File: src/rtl/binary_add_14_1.sv
// binary_add_14_1: 14-bit unsigned adder with a registered, wrapping sum.
// The combinational sum comes from an explicit ripple-carry chain of full
// adders. The carry out of the top bit is never formed, so the result is
// (A + B) mod 2^14. S loads when en is high and is cleared asynchronously by
// rst_n.
module binary_add_14_1 (
    input  logic        clk,
    input  logic        rst_n,
    input  logic        en,
    input  logic [13:0] A,
    input  logic [13:0] B,
    output logic [13:0] S
);

    localparam int W = 14;

    // carry[i] is the carry into stage i; stage 0 has no carry in.
    logic [W-1:0] carry;
    logic [W-1:0] sum_d;
    logic [W-1:0] sum_q;

    assign carry[0] = 1'b0;

    // Ripple-carry chain: one full-add stage per bit.
    generate
        for (genvar gi = 0; gi < W; gi++) begin : g_stage
            assign sum_d[gi] = A[gi] ^ B[gi] ^ carry[gi];
            // The top stage has no carry out, which gives the wrap-around.
            if (gi < W - 1) begin : g_carry
                assign carry[gi+1] = (A[gi] & B[gi]) |
                                     (A[gi] & carry[gi]) |
                                     (B[gi] & carry[gi]);
            end
        end
    endgenerate

    // Sum register: cleared asynchronously, loaded on enabled rising edges.
    always_ff @(posedge clk or negedge rst_n) begin
        if (!rst_n) begin
            sum_q <= '0;
        end else if (en) begin
            sum_q <= sum_d;
        end
    end

    assign S = sum_q;

endmodule

File: config.mk
export PLATFORM = sky130hd
export DESIGN_NAME = binary_add_14_1
export DESIGN_NICKNAME = d
export VERILOG_FILES = /design/src/rtl/binary_add_14_1.sv
export SDC_FILE = /design/constraint.sdc
export NUM_CORES = 1
export LEC_CHECK = 0
export ABC_AREA = 1
export CORE_ASPECT_RATIO = 0.8
export CORE_MARGIN = 2
export CORE_UTILIZATION = 41
export CTS_CLUSTER_SIZE = 16
export DETAILED_ROUTE_END_ITERATION = 7
export PLACE_DENSITY = 0.91
export SKIP_LAST_GASP = 1
export SYNTH_ARGS = -nofsm -noshare
export SYNTH_HDL_FRONTEND = slang
export SYNTH_SLANG_ARGS = --single-unit
File: constraint.sdc
create_clock -name clk -period 1.7 [get_ports clk]
set_clock_uncertainty 0.15 [all_clocks]
set_input_delay 0.17 -clock clk [delete_from_list [all_inputs] [get_ports clk]]
set_output_delay 0.17 -clock clk [all_outputs]
set_load 0.02 [all_outputs]
==> images/layer_met3.png <==
The bar under the picture is 20 µm long.
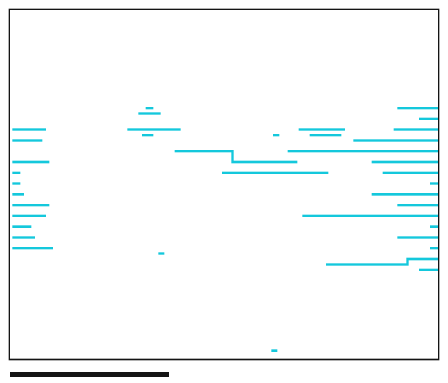
The wires run mostly horizontal. The longest straight run is 18.6 µm.

==> images/io_placement.png <==
Pins as bars across the die edge, other pins in grey.
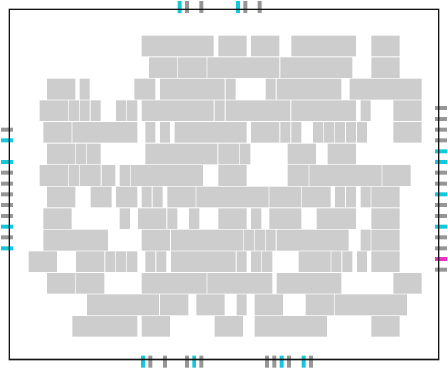
`A`: shown in cyan, pins 14, direction input, edge 4 bottom, 4 left, 4 right, 2 top. `clk`: shown in magenta, pins 1, direction input, edge right.
All pins by edge: 16 right, 12 bottom, 11 left, 6 top.

==> impl_metrics.json <==
{
  "status": "finished with violations",
  "violations": "negative setup slack",
  "setup_violations": 10,
  "cts_tree": "built",
  "synthCells": 80,
  "intPower_w": 0.000753,
  "slew_violations": 0,
  "dr.pass1.iters": 5,
  "synth_flop_count": 14,
  "xor_area_frac": 0,
  "clock-sinks": 14,
  "powerDensity_mw_per_mm2": 814,
  "ys_sh_simple": 0.227,
  "path_class": "input port to flop",
  "r2r_end": "S[3]$_DFFE_PN0P_",
  "diodes": 0,
  "finalPower_w": 0.00111,
  "openroad.warnings": 29,
  "logic_family": "adder cells",
  "clockPowerShare": 0.220,
  "worst_slack_ns": -3.13,
  "flop_cell": "dfrtp_1",
  "route.vias.total": 723,
  "p_leak_nw": 0.613,
  "synth-seq-area-share": 0.427,
  "path_clk_slew_ns": 0.09,
  "ys_sh_aoi": 0,
  "cts-buffers-inserted": 3
}
==> images/congestion.png <==
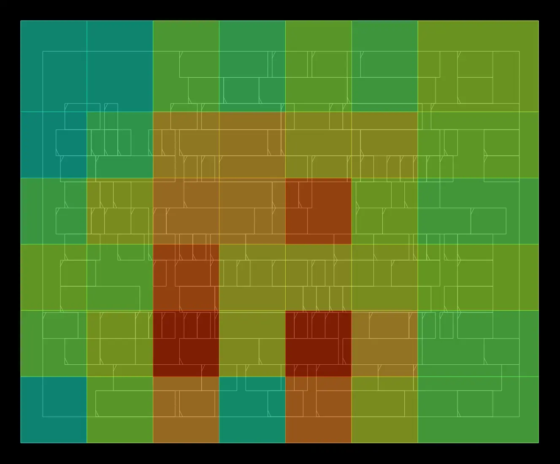
core occupancy in the finished layout: 0.724
grt peak-use layer: met2
GR Util met2: 0.368
GR Util met1: 0.226
met3 usage: 0.0690

==> images/clk_routes.png <==
The bar under the picture is 20 µm long.
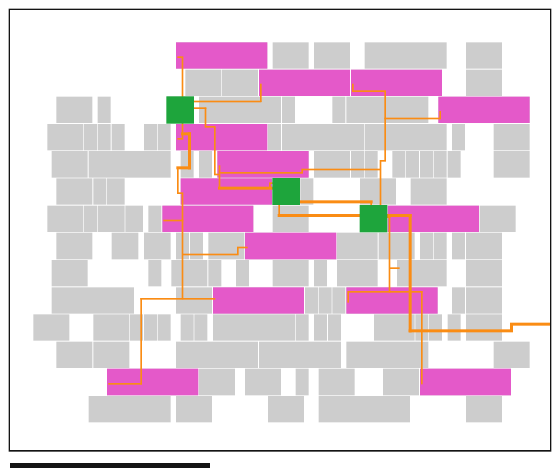
flip-flops: shown in magenta, count 14. clock wires: shown in orange, length 206 µm. clock drivers: shown in green, count 3.
There are 4 routed clock nets.

layout make-up:
cell class / count / area, µm² / share of cell area
Sequential cell: 14 / 350 / 0.256
Timing Repair Buffer: 46 / 459 / 0.335
Tap cell: 24 / 30.0 / 0.0219
Multi-Input combinational cell: 61 / 482 / 0.352
Clock buffer: 4 / 36.3 / 0.0265
Inverter: 3 / 11.3 / 0.00823
tightest hold or removal path, delay by kind of cell:
| family | cells | cell delay [ns] |
|---|---|---|
| fa+ha+maj | 1 | 0.11 |
| buf+inv | 1 | 0.08 |
| simple gates | 2 | 0.11 |
layer usage:
layer / track usage / wire length [µm]
met1: 0.226 / 795
met4: 0.0800 / 59
met5: 0 / 0
met3: 0.0690 / 191
met2: 0.368 / 1090
